[config.mk]
export PLATFORM = sky130hd
export DESIGN_NAME = serial_compare
export DESIGN_NICKNAME = d
export VERILOG_FILES = /design/src/rtl/serial_compare.sv
export SDC_FILE = /design/constraint.sdc
export NUM_CORES = 1
export LEC_CHECK = 0
export CORE_ASPECT_RATIO = 1.25
export CORE_UTILIZATION = 35
export CTS_CLUSTER_SIZE = 28
export DETAILED_ROUTE_END_ITERATION = 16
export SYNTH_ARGS = -nofsm -noshare
export SYNTH_HDL_FRONTEND = slang
export SYNTH_SLANG_ARGS = --single-unit
[constraint.sdc]
create_clock -name clk -period 4.96 [get_ports clk]
set_clock_uncertainty 0.1 [all_clocks]
set_input_delay 0.744 -clock clk [delete_from_list [all_inputs] [get_ports clk]]
set_output_delay 0.744 -clock clk [all_outputs]
set_load 0.01 [all_outputs]
[src/rtl/serial_compare.sv]
// Bit-serial magnitude comparator: walks the latched operands LSB to MSB,
// one bit per clock, and publishes lt/eq on a one-cycle done pulse.
//
// state | meaning
// IDLE  | waiting for start; lt/eq hold the last result
// RUN   | one operand bit processed per cycle, counter 0..WIDTH-1
// DONE  | done=1 for one cycle; a new start here chains straight into RUN
module serial_compare #(
  parameter int WIDTH = 32
) (
  input  logic             clk,
  input  logic             rst_n,
  input  logic             start,
  input  logic             signed_cmp,
  input  logic [WIDTH-1:0] a,
  input  logic [WIDTH-1:0] b,
  output logic             busy,
  output logic             done,
  output logic             lt,
  output logic             eq
);

  localparam int CW = $clog2(WIDTH);
  localparam logic [CW-1:0] LAST_BIT = CW'(WIDTH - 1);

  typedef enum logic [1:0] {
    IDLE = 2'd0,
    RUN  = 2'd1,
    DONE = 2'd2
  } state_t;

  state_t           state_q, state_d;
  logic [WIDTH-1:0] a_q, a_d;
  logic [WIDTH-1:0] b_q, b_d;
  logic             sgn_q, sgn_d;
  logic [CW-1:0]    cnt_q, cnt_d;
  logic             l_q, l_d;
  logic             eq_acc_q, eq_acc_d;
  logic             lt_q, lt_d;
  logic             eq_q, eq_d;

  logic accept;
  logic last_bit;
  logic ai, bi;
  logic l_next, eq_next;

  // Bit-slice datapath: the sign bits are inverted on the final step of a
  // signed compare, which maps two's-complement order onto unsigned order.
  always_comb begin
    last_bit = (cnt_q == LAST_BIT);
    ai       = a_q[cnt_q] ^ (last_bit & sgn_q);
    bi       = b_q[cnt_q] ^ (last_bit & sgn_q);
    l_next   = (~ai & bi) | (l_q & ~ai) | (l_q & bi);
    eq_next  = eq_acc_q & ~(ai ^ bi);
  end

  // Next-state and working-register update.
  always_comb begin
    state_d  = state_q;
    a_d      = a_q;
    b_d      = b_q;
    sgn_d    = sgn_q;
    cnt_d    = cnt_q;
    l_d      = l_q;
    eq_acc_d = eq_acc_q;
    lt_d     = lt_q;
    eq_d     = eq_q;
    accept   = 1'b0;

    unique case (state_q)
      IDLE: begin
        if (start) accept = 1'b1;
      end
      RUN: begin
        l_d      = l_next;
        eq_acc_d = eq_next;
        if (last_bit) begin
          // results are published only on entry to DONE
          state_d = DONE;
          lt_d    = l_next;
          eq_d    = eq_next;
        end else begin
          cnt_d = cnt_q + 1'b1;
        end
      end
      DONE: begin
        if (start) accept = 1'b1;
        else       state_d = IDLE;
      end
      default: state_d = IDLE;
    endcase

    if (accept) begin
      state_d  = RUN;
      a_d      = a;
      b_d      = b;
      sgn_d    = signed_cmp;
      cnt_d    = '0;
      l_d      = 1'b0;
      eq_acc_d = 1'b1;
    end
  end

  // State and datapath registers; reset aborts any compare in flight.
  always_ff @(posedge clk or negedge rst_n) begin
    if (!rst_n) begin
      state_q  <= IDLE;
      a_q      <= '0;
      b_q      <= '0;
      sgn_q    <= 1'b0;
      cnt_q    <= '0;
      l_q      <= 1'b0;
      eq_acc_q <= 1'b0;
      lt_q     <= 1'b0;
      eq_q     <= 1'b0;
    end else begin
      state_q  <= state_d;
      a_q      <= a_d;
      b_q      <= b_d;
      sgn_q    <= sgn_d;
      cnt_q    <= cnt_d;
      l_q      <= l_d;
      eq_acc_q <= eq_acc_d;
      lt_q     <= lt_d;
      eq_q     <= eq_d;
    end
  end

  assign busy = (state_q == RUN);
  assign done = (state_q == DONE);
  assign lt   = lt_q;
  assign eq   = eq_q;

endmodule
==> flow_summary.toml, run 1 <==
# generated from flow reports
[grt]
grt_max_degree = 77
overflow = 0
antenna_found_initial = 0
grt.met2_usage_pct = 26.0

[routing]
detail_route.wl_per_cell_um = 13.4
drtIter0Drc = 142
drcViolationCount = 0
drt_wl_total_um = 7590

[worst_setup_path]
critPathSlowestCell = "dfrtp_1"
cp.required_ns = 5.10
path_common_cell = "mux4_2"
criticalPathCategory = "reg2reg"
cp_max_fo = 19
r2r_start = "cnt_q[1]"

[yosys]
top_cells_by_count = "nand2_1, dfrtp_1, clkbuf_1"
top_cell_area_share_pct = 53.9
ys_chip_area_um2 = 3530
synth_cell_types = 30
syn_inst = 375

[finish]
layout_top_cell = "nand2_1"
antenna_cells = 0
most-common-layout-cells = "nand2_1, dfrtp_1, clkdlybuf4s50_1"
final.clkbuf_count = 12
final_core_util_pct = 47.4

[status]
status = "completed"

[timing]
tightest_slew_ns = 0.951
finalSetupViolations = 0

[worst_hold_path]
holdPathStages = 2

[placement]
hpwl_um = 5320
gp_congestion = 0.747

[clock_network]
cts_hold_buf = 0
cts_tree = "built"

[power_and_ir_drop]
vdd.ir_drop.worst_mv = 0.179
p_leak_nw = 2.23
comb-power_mw = 0.940
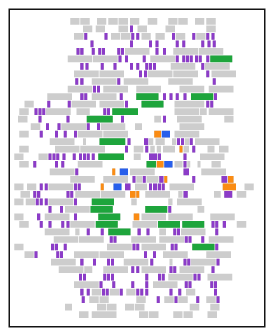
Run 1: gate families picked out
legend:
  orange:
    family: nor cells
    cells: 11
    most_used: nor2_1
  green:
    family: mux cells
    cells: 18
    most_used: mux4_2
  blue:
    family: xor and xnor cells
    cells: 4
    most_used: xor2_1
    where: center
  purple:
    family: nand cells
    cells: 220
    most_used: nand2_1
    where: widely spread

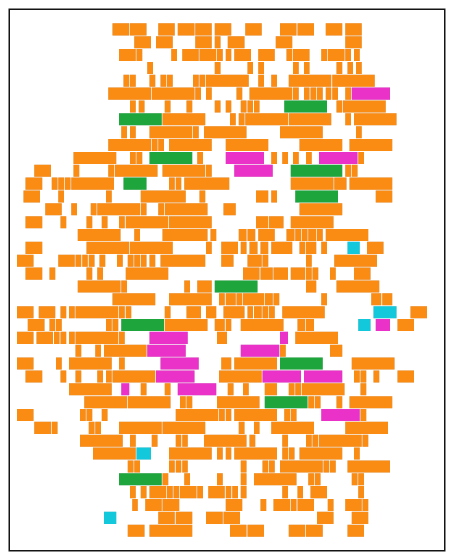
Run 1: cells by drive strength
legend:
  green:
    size: _6 and larger
    cells: 11
    share: 2.5%
    most_used: clkbuf_16
  magenta:
    size: _2 cells
    cells: 16
    share: 3.6%
    most_used: mux4_2
  orange:
    size: _0 and _1 cells
    cells: 409
    share: 93%
    most_used: nand2_1
  cyan:
    size: _3 and _4 cells
    cells: 5
    share: 1.1%
    most_used: buf_4
Synth-to-Final Area Change: 30.5%
Non-Clock Buffer Count: 73
slack of the critical path: 1.85 ns

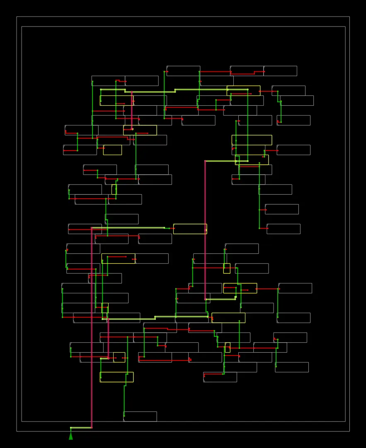
Run 1: clock wiring as the flow saved it
Seq cells: 76
Sinks on Clock Net: 76
clock-net power: 0.639 mW

## Run 2: what changed since run 1
Clock period 4.96 ns to 3.1 ns, I/O delays scaled along.
==> flow_summary.toml, run 2 <==
# generated from flow reports
[worst_setup_path]
cp_max_fo = 9
r2r_start = "cnt_q[1]"
path_common_cell = "mux4_2"
cpPeakStageDelay_ns = 0.61
critPathSlowestCell = "dfrtp_1"
crit_path_start = "cnt_q[1]"
criticalPathCategory = "reg2reg"
cp.required_ns = 3.19
cp-end-kind = "flop"

[timing]
tightest_slew_ns = 0.933
rsz0062_at_grt = "no"
finalSetupViolations = 0

[routing]
top_layer_used = "met4"
detail_route.wl_per_cell_um = 13.3
drtIter0Drc = 113
dr_wl_met3_um = 236
drt_wl_total_um = 7590
drcViolationCount = 0

[placement]
gp_congestion = 0.765
port-buffer-count = 71
hpwl_um = 5410

[yosys]
synthAoiAreaFrac_pct = 2.84
syn_area_per_cell_um2 = 9.41
largest_area_cell = "dfrtp_1"
top_cells_by_count = "nand2_1, dfrtp_1, clkbuf_1"
ys_chip_area_um2 = 3530
top_cell_area_share_pct = 53.9
synth_cell_types = 30
syn_inst = 375
ys_sh_adder_pct = 1.06
fp_nets = 446

[power_and_ir_drop]
p_leak_nw = 2.29
vdd.ir_drop.worst_mv = 0.413
comb-power_mw = 1.62
pg_clk_mw = 1.29

[grt]
antenna_found_initial = 0
grt.met2_usage_pct = 26.7
grt_max_degree = 77
overflow = 0

[finish]
seq_cell_count = 76
most-common-layout-cells = "nand2_1, dfrtp_1, clkdlybuf4s50_1"
final.clkbuf_count = 11

[clock_network]
clock-sinks = 76
cts_tree = "built"
cts.path.max_buffers = 2
cts_hold_buf = 0

[worst_hold_path]
min_path_type = "in2async"

[status]
status = "completed"
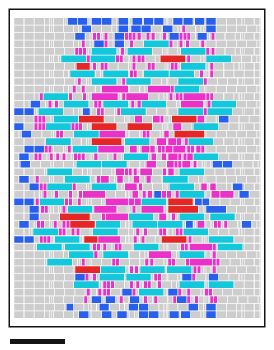
Run 2: placed cells, one color a class
Scale bar: 20 µm. Fill, decap, tap and diode cells in gray.
legend:
  blue:
    class: remaining buffers and delay cells
    cells: 77
  magenta:
    class: combinational and other logic
    cells: 276
  red:
    class: clock drivers and dummy loads
    cells: 15
  cyan:
    class: sequential cells
    cells: 76
Seq/total area: 40.3%
fin util: 48.6%
post-route cell area: 4720 µm²
FP Rows: 40
Core ar.: 9710 µm²

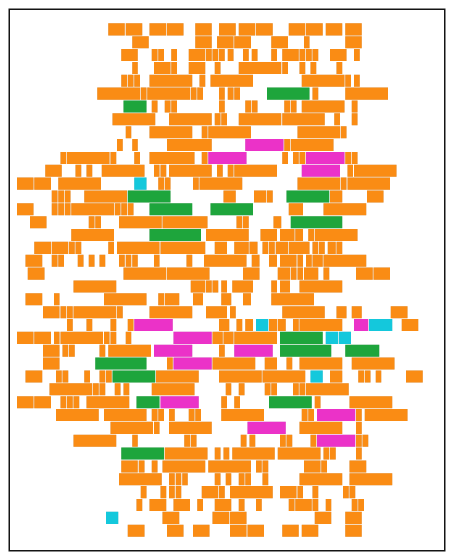
Run 2: cells by drive strength
legend:
  green:
    size: _6 and larger
    cells: 16
    share: 3.6%
    most_used: clkbuf_16
  cyan:
    size: _3 and _4 cells
    cells: 7
    share: 1.6%
    most_used: buf_4
  orange:
    size: _0 and _1 cells
    cells: 407
    share: 92%
    most_used: nand2_1
  magenta:
    size: _2 cells
    cells: 14
    share: 3.2%
    most_used: mux4_2
Synth-to-Final Area Change: 33.9%
Non-Clock Buffer Count: 77
slack of the critical path: 0.356 ns

Power is estimated from default activity; no workload was simulated.
